drive_strength.png
The bar under the picture is 100 microns long.
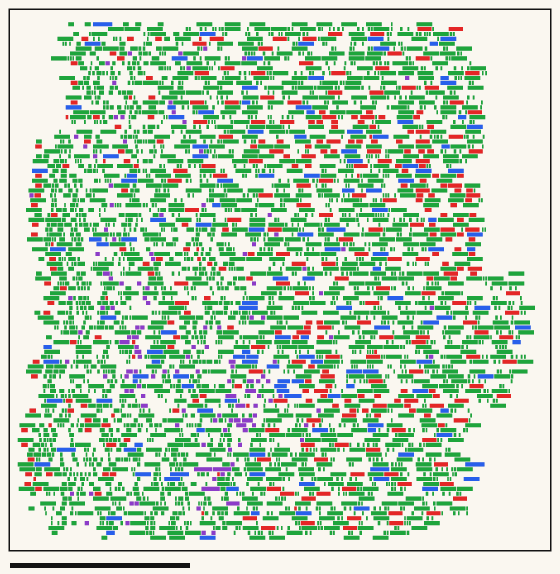
gate_families.png
The bar under the picture is 100 microns long.
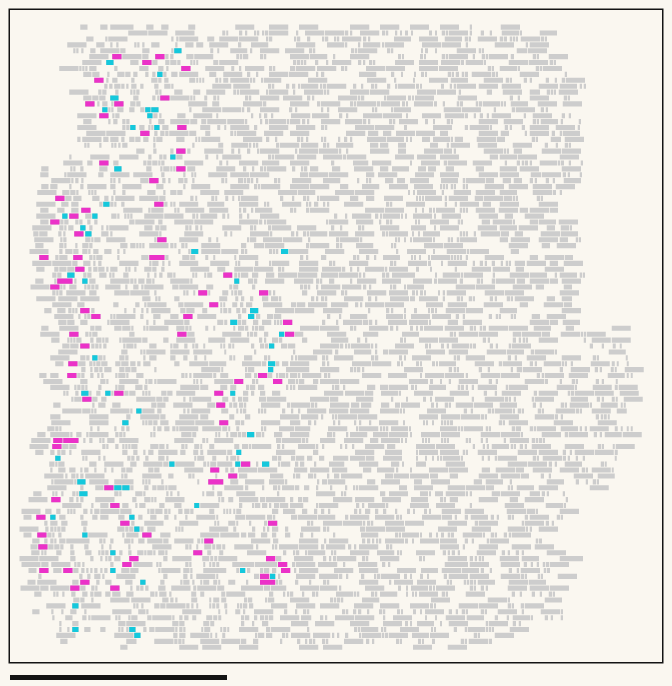
registers.png
The bar under the picture is 100 microns long.
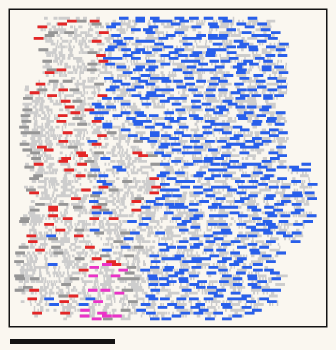
<file path="src/rtl/stc_interp_pkg.sv">
// Shared widths, pair type and midpoint helper for the STC interpolating sample buffer.
// STC_INTERP_ROUND_EN selects round-half-up midpoints; default is floor.
package stc_interp_pkg;

  localparam int STC_SAMPLE_W      = 18;
  localparam int STC_PAIR_W        = 4 * STC_SAMPLE_W;
  localparam int STC_FRAME_OUTPUTS = 16030;

  typedef struct packed {
    logic signed [STC_SAMPLE_W-1:0] real0;
    logic signed [STC_SAMPLE_W-1:0] imag0;
    logic signed [STC_SAMPLE_W-1:0] real1;
    logic signed [STC_SAMPLE_W-1:0] imag1;
  } stc_pair_t;

  typedef enum logic {
    ST_IDLE = 1'b0,
    ST_PEND = 1'b1
  } stc_state_e;

  // One extra bit holds the full sum, so the halved result always fits the sample width.
  function automatic logic signed [STC_SAMPLE_W-1:0] stc_mid(
    input logic signed [STC_SAMPLE_W-1:0] a,
    input logic signed [STC_SAMPLE_W-1:0] b
  );
    logic [STC_SAMPLE_W:0] sum;
    sum = {a[STC_SAMPLE_W-1], a} + {b[STC_SAMPLE_W-1], b};
`ifdef STC_INTERP_ROUND_EN
    sum = sum + {{STC_SAMPLE_W{1'b0}}, 1'b1};
`endif
    return sum[STC_SAMPLE_W:1];
  endfunction

  function automatic stc_pair_t stc_pair_mid(input stc_pair_t p, input stc_pair_t c);
    stc_pair_t m;
    m.real0 = stc_mid(p.real0, c.real0);
    m.imag0 = stc_mid(p.imag0, c.imag0);
    m.real1 = stc_mid(p.real1, c.real1);
    m.imag1 = stc_mid(p.imag1, c.imag1);
    return m;
  endfunction

endpackage

</file>
<file path="src/rtl/stc_pair_fifo.sv">
// Single-clock first-word-fall-through FIFO of sample pairs with synchronous flush.
// Head visible the cycle after the first push; push into a full FIFO is dropped unless a pop coincides.
module stc_pair_fifo
  import stc_interp_pkg::*;
#(
  parameter int DEPTH = 8
) (
  input  logic                    clk,
  input  logic                    reset,
  input  logic                    flush,
  input  logic                    push,
  input  logic [STC_PAIR_W-1:0]   push_dat,
  input  logic                    pop,
  output logic [STC_PAIR_W-1:0]   head_dat,
  output logic                    full,
  output logic                    empty,
  output logic [$clog2(DEPTH):0]  fill
);

  localparam int         AW  = $clog2(DEPTH);
  localparam logic [AW:0] ONE = (AW + 1)'(1);

  logic [STC_PAIR_W-1:0] mem_q [DEPTH];
  logic [AW:0]           wr_q;
  logic [AW:0]           rd_q;
  logic                  do_push;
  logic                  do_pop;

  assign fill     = wr_q - rd_q;
  assign full     = (fill == (AW + 1)'(DEPTH));
  assign empty    = (fill == '0);
  assign do_pop   = pop & ~empty;
  assign do_push  = push & (~full | do_pop);
  assign head_dat = mem_q[rd_q[AW-1:0]];

  always_ff @(posedge clk or negedge reset) begin
    if (!reset) begin
      wr_q <= '0;
      rd_q <= '0;
      for (int i = 0; i < DEPTH; i++) mem_q[i] <= '0;
    end else if (flush) begin
      // A push alongside a flush lands as the sole entry.
      rd_q <= '0;
      wr_q <= push ? ONE : '0;
      if (push) mem_q[0] <= push_dat;
    end else begin
      if (do_push) begin
        mem_q[wr_q[AW-1:0]] <= push_dat;
        wr_q                <= wr_q + ONE;
      end
      if (do_pop) rd_q <= rd_q + ONE;
    end
  end

endmodule

</file>
<file path="src/rtl/stc_interp_sample_buffer.sv">
// Inserts midpoint pairs on interpolate strobes and queues them for the trellis (FWFT, 1-cycle latency).
// Holds output under out_ready=0; drops on full or pending collision into sticky overflow. Rounding via STC_INTERP_ROUND_EN.
module stc_interp_sample_buffer
  import stc_interp_pkg::*;
#(
  parameter int DEPTH         = 8,
  parameter int FRAME_OUTPUTS = STC_FRAME_OUTPUTS
) (
  input  logic                           clk,
  input  logic                           reset,
  input  logic                           clkEn,
  input  logic                           sampleEn,
  input  logic                           interpolate,
  input  logic                           startOfTrellis,
  input  logic signed [STC_SAMPLE_W-1:0] dinReal0,
  input  logic signed [STC_SAMPLE_W-1:0] dinImag0,
  input  logic signed [STC_SAMPLE_W-1:0] dinReal1,
  input  logic signed [STC_SAMPLE_W-1:0] dinImag1,
  input  logic                           out_ready,
  output logic                           out_valid,
  output logic signed [STC_SAMPLE_W-1:0] doutReal0,
  output logic signed [STC_SAMPLE_W-1:0] doutImag0,
  output logic signed [STC_SAMPLE_W-1:0] doutReal1,
  output logic signed [STC_SAMPLE_W-1:0] doutImag1,
  output logic                           out_sof,
  output logic                           out_last,
  output logic                           overflow,
  output logic [$clog2(DEPTH):0]         fill
);

  localparam logic [14:0] LAST_CNT = 15'(FRAME_OUTPUTS - 1);

  stc_state_e  state_q, state_d;
  stc_pair_t   prev_q, prev_d;
  stc_pair_t   pend_q, pend_d;
  logic        prev_vld_q, prev_vld_d;
  logic [14:0] cnt_q, cnt_d;
  logic        sof_armed_q, sof_armed_d;
  logic        ovf_q, ovf_d;

  stc_pair_t   cur;
  stc_pair_t   push_dat;
  stc_pair_t   head;
  logic        wr_ev;
  logic        sot;
  logic        push;
  logic        pop;
  logic        collide;
  logic        full;
  logic        empty;

  assign cur   = {dinReal0, dinImag0, dinReal1, dinImag1};
  assign wr_ev = clkEn & sampleEn;
  assign sot   = clkEn & startOfTrellis;
  assign pop   = out_valid & out_ready & clkEn;

  always_comb begin
    state_d    = state_q;
    prev_d     = prev_q;
    prev_vld_d = prev_vld_q;
    pend_d     = pend_q;
    push       = 1'b0;
    push_dat   = cur;
    collide    = 1'b0;
    if (sot) begin
      state_d    = ST_IDLE;
      prev_vld_d = 1'b0;
      if (wr_ev) begin
        push       = 1'b1;
        prev_d     = cur;
        prev_vld_d = 1'b1;
      end
    end else if (state_q == ST_PEND) begin
      // The held sample always goes out; a new strobe here is the one that is lost.
      if (clkEn) begin
        push     = 1'b1;
        push_dat = pend_q;
        state_d  = ST_IDLE;
        collide  = wr_ev;
      end
      if (wr_ev) begin
        prev_d     = cur;
        prev_vld_d = 1'b1;
      end
    end else if (wr_ev) begin
      push       = 1'b1;
      prev_d     = cur;
      prev_vld_d = 1'b1;
      if (interpolate && prev_vld_q) begin
        push_dat = stc_pair_mid(prev_q, cur);
        pend_d   = cur;
        state_d  = ST_PEND;
      end
    end
  end

  always_comb begin
    cnt_d       = cnt_q;
    sof_armed_d = sof_armed_q;
    ovf_d       = ovf_q;
    if (sot) begin
      cnt_d       = '0;
      sof_armed_d = 1'b1;
      ovf_d       = 1'b0;
    end else begin
      if (pop) begin
        cnt_d       = (cnt_q == LAST_CNT) ? '0 : cnt_q + 15'd1;
        sof_armed_d = 1'b0;
      end
      if (collide || (push && full && !pop)) ovf_d = 1'b1;
    end
  end

  always_ff @(posedge clk or negedge reset) begin
    if (!reset) begin
      state_q     <= ST_IDLE;
      prev_q      <= '0;
      pend_q      <= '0;
      prev_vld_q  <= 1'b0;
      cnt_q       <= '0;
      sof_armed_q <= 1'b0;
      ovf_q       <= 1'b0;
    end else begin
      state_q     <= state_d;
      prev_q      <= prev_d;
      pend_q      <= pend_d;
      prev_vld_q  <= prev_vld_d;
      cnt_q       <= cnt_d;
      sof_armed_q <= sof_armed_d;
      ovf_q       <= ovf_d;
    end
  end

  stc_pair_fifo #(
    .DEPTH(DEPTH)
  ) u_fifo (
    .clk      (clk),
    .reset    (reset),
    .flush    (sot),
    .push     (push),
    .push_dat (push_dat),
    .pop      (pop),
    .head_dat (head),
    .full     (full),
    .empty    (empty),
    .fill     (fill)
  );

  assign out_valid = ~empty;
  assign doutReal0 = head.real0;
  assign doutImag0 = head.imag0;
  assign doutReal1 = head.real1;
  assign doutImag1 = head.imag1;
  assign out_sof   = out_valid & sof_armed_q;
  assign out_last  = out_valid & (cnt_q == LAST_CNT);
  assign overflow  = ovf_q;

endmodule

</file>
<file path="config.mk">
export PLATFORM = sky130hd
export DESIGN_NAME = stc_interp_sample_buffer
export DESIGN_NICKNAME = d
export VERILOG_FILES = /design/src/rtl/stc_interp_pkg.sv /design/src/rtl/stc_pair_fifo.sv /design/src/rtl/stc_interp_sample_buffer.sv
export SDC_FILE = /design/constraint.sdc
export NUM_CORES = 2
export LEC_CHECK = 0
export CORE_MARGIN = 4
export CORE_UTILIZATION = 43
export DETAILED_ROUTE_END_ITERATION = 10
export DONT_BUFFER_PORTS = 1
export HOLD_SLACK_MARGIN = 0.15
export MAX_ROUTING_LAYER = met4
export PLACE_DENSITY = 0.55
export SYNTH_ARGS = -nofsm -noshare
export SYNTH_HDL_FRONTEND = slang
export SYNTH_SLANG_ARGS = --single-unit
export TNS_END_PERCENT = 5
</file>
<file path="constraint.sdc">
create_clock -name clk -period 4.1 [get_ports clk]
set_input_delay 0.615 -clock clk [delete_from_list [all_inputs] [get_ports clk]]
set_output_delay 0.615 -clock clk [all_outputs]
set_load 0.02 [all_outputs]
</file>
==> qor.log <==
qor: yosys.synth-async-reset-ratio 1.00
qor: final_timing.finalCritPeriodShare 0.928
qor: cts.cts_hold_repair.buffers 69
qor: cts.sinks_on_the_clock_net 747
qor: setup_path.critical_path.max_stage_delay 650 ps
qor: yosys.netlist.area_leader.share 0.509
qor: finish.mostFrequentLayoutCells sky130_fd_sc_hd__nand2_1 (1012), sky130_fd_sc_hd__dfrtp_1 (744), sky130_fd_sc_hd__o21ai_0 (441)
qor: power.share_clk_of_total_power 0.290
qor: detailed_routing.routed_wirelength 115000 microns
qor: setup_path.worst-r2r-cell-count 10
qor: cts.cts-htree-levels 3
qor: final_timing.timing.final.hold_violations 86
qor: cts.cts_max_path_buffers 3
qor: yosys.yosysWarningCount 0
qor: global_route.groute.layer.met2.usage 0.371
qor: cts.clock-root-buffer sky130_fd_sc_hd__clkbuf_16
qor: cts.cts_inserted_buffers 84
qor: final_timing.final_period_minus_worst_setup_slack 3810 ps
qor: place.placed_cell_area 0.0386 sq mm
qor: floorplan.fp-row-count 106
qor: global_route.grt_overflow 0
qor: power.combPwrFrac 0.310
qor: status.failing_checks hold timing, slew limit
qor: status.outcome complete, but fails checks
qor: global_route.grt_first_pass_wirelength 175000 microns
qor: setup_path.critical_path.startpoint_type register
qor: yosys.synth_area 0.0367 sq mm
qor: final_timing.fin_hold_ws -287 ps
qor: final_timing.timing_max_transition_violations_final 660
About drive_strength.png:
[blue] drive 6 and up | cells: 140 | share: 3.7%
[purple] drive 3 to 4 | cells: 128 | share: 3.4%
[red] drive 2 | cells: 335 | share: 8.9%
[green] drive 1 or less | cells: 3152 | share: 84%
final instance area: 0.0422 sq mm
least setup slack across all paths after layout: 295 ps
count of non-CTS buffers in the layout: 196
relative area change from synthesis to final layout: 14.9%

About gate_families.png:
[cyan] AND-OR and OR-AND gates | cells: 59 | most used: o21a_1
[magenta] adder and majority cells | cells: 80 | most used: ha_1
logic gate fraction of the total cell area: 0.406
most common logic cell in the routed design: sky130_fd_sc_hd__nand2_1
fin cells: 4891

About registers.png:
[magenta] cnt_q | sequential cells: 15
[blue] u_fifo.mem_q | sequential cells: 576
[red] pend_q | sequential cells: 72 | where: a column on the left
not coloured: 84
core occupancy in the finished layout: 0.501
sequential cell area: 0.0187 sq mm
sequential cell area share: 0.443
sequential power: 10.9 mW

worst max path at each step:
stage / from / to / slack, ps / cells past startpoint
global route: u_fifo.rd_q[0] / doutReal1[0] / 70 / 5
floorplan: u_fifo.rd_q[1] / u_fifo.mem_q[305] / 620 / 12
finish: u_fifo.rd_q[0] / doutImag1[2] / 290 / 5
CTS: u_fifo.rd_q[0] / doutImag0[1] / 40 / 5
detailed placement: dinReal0[1] / u_fifo.mem_q[495] / 400 / 9
global placement: dinReal0[1] / u_fifo.mem_q[495] / 460 / 9
cells by family (layout without fill, tap and decap cells):
| kind of cell | count (synthesis) | after routing | share of synthesized area |
|---|---|---|---|
| AOI/OAI and AO/OA | 820 | 820 | 0.131 |
| other | 0 | 2 | 0 |
| buffers and inverters | 265 | 384 | 0.0283 |
| DFF | 747 | 747 | 0.509 |
| xor gates and xnor gates | 63 | 63 | 0.0150 |
| muxes | 312 | 312 | 0.140 |
| and+or+nand+nor | 1349 | 1349 | 0.149 |
| adders and majority gates | 80 | 80 | 0.0283 |
stage by stage:
stage / total power [mW] / hold WS (ps) / std cells / setup WS [ps]
floorplan: 17.1 / 319 / 3636 / 619
global placement: 19.3 / 395 / 4668 / 461
detailed placement: 19.4 / 396 / 4668 / 400
CTS: 27.5 / -284 / 4887 / 42.2
global route: 29.0 / -327 / 4890 / 66.1
finish: 27.3 / -287 / 4891 / 295
area by class of cell:
class / instances / area [sq um] / share of cell area
sequential: 747 / 18700 / 0.443
inverter: 38 / 144 / 0.00341
clock buffer: 125 / 2570 / 0.0609
tap: 1134 / 1420 / 0.0336
clock inverter: 25 / 333 / 0.00789
antenna: 2 / 5.00 / 0.000119
multi-input combinational: 2624 / 17100 / 0.406
timing repair buffer: 196 / 1890 / 0.0449
Power and IR drop assume default switching activity.
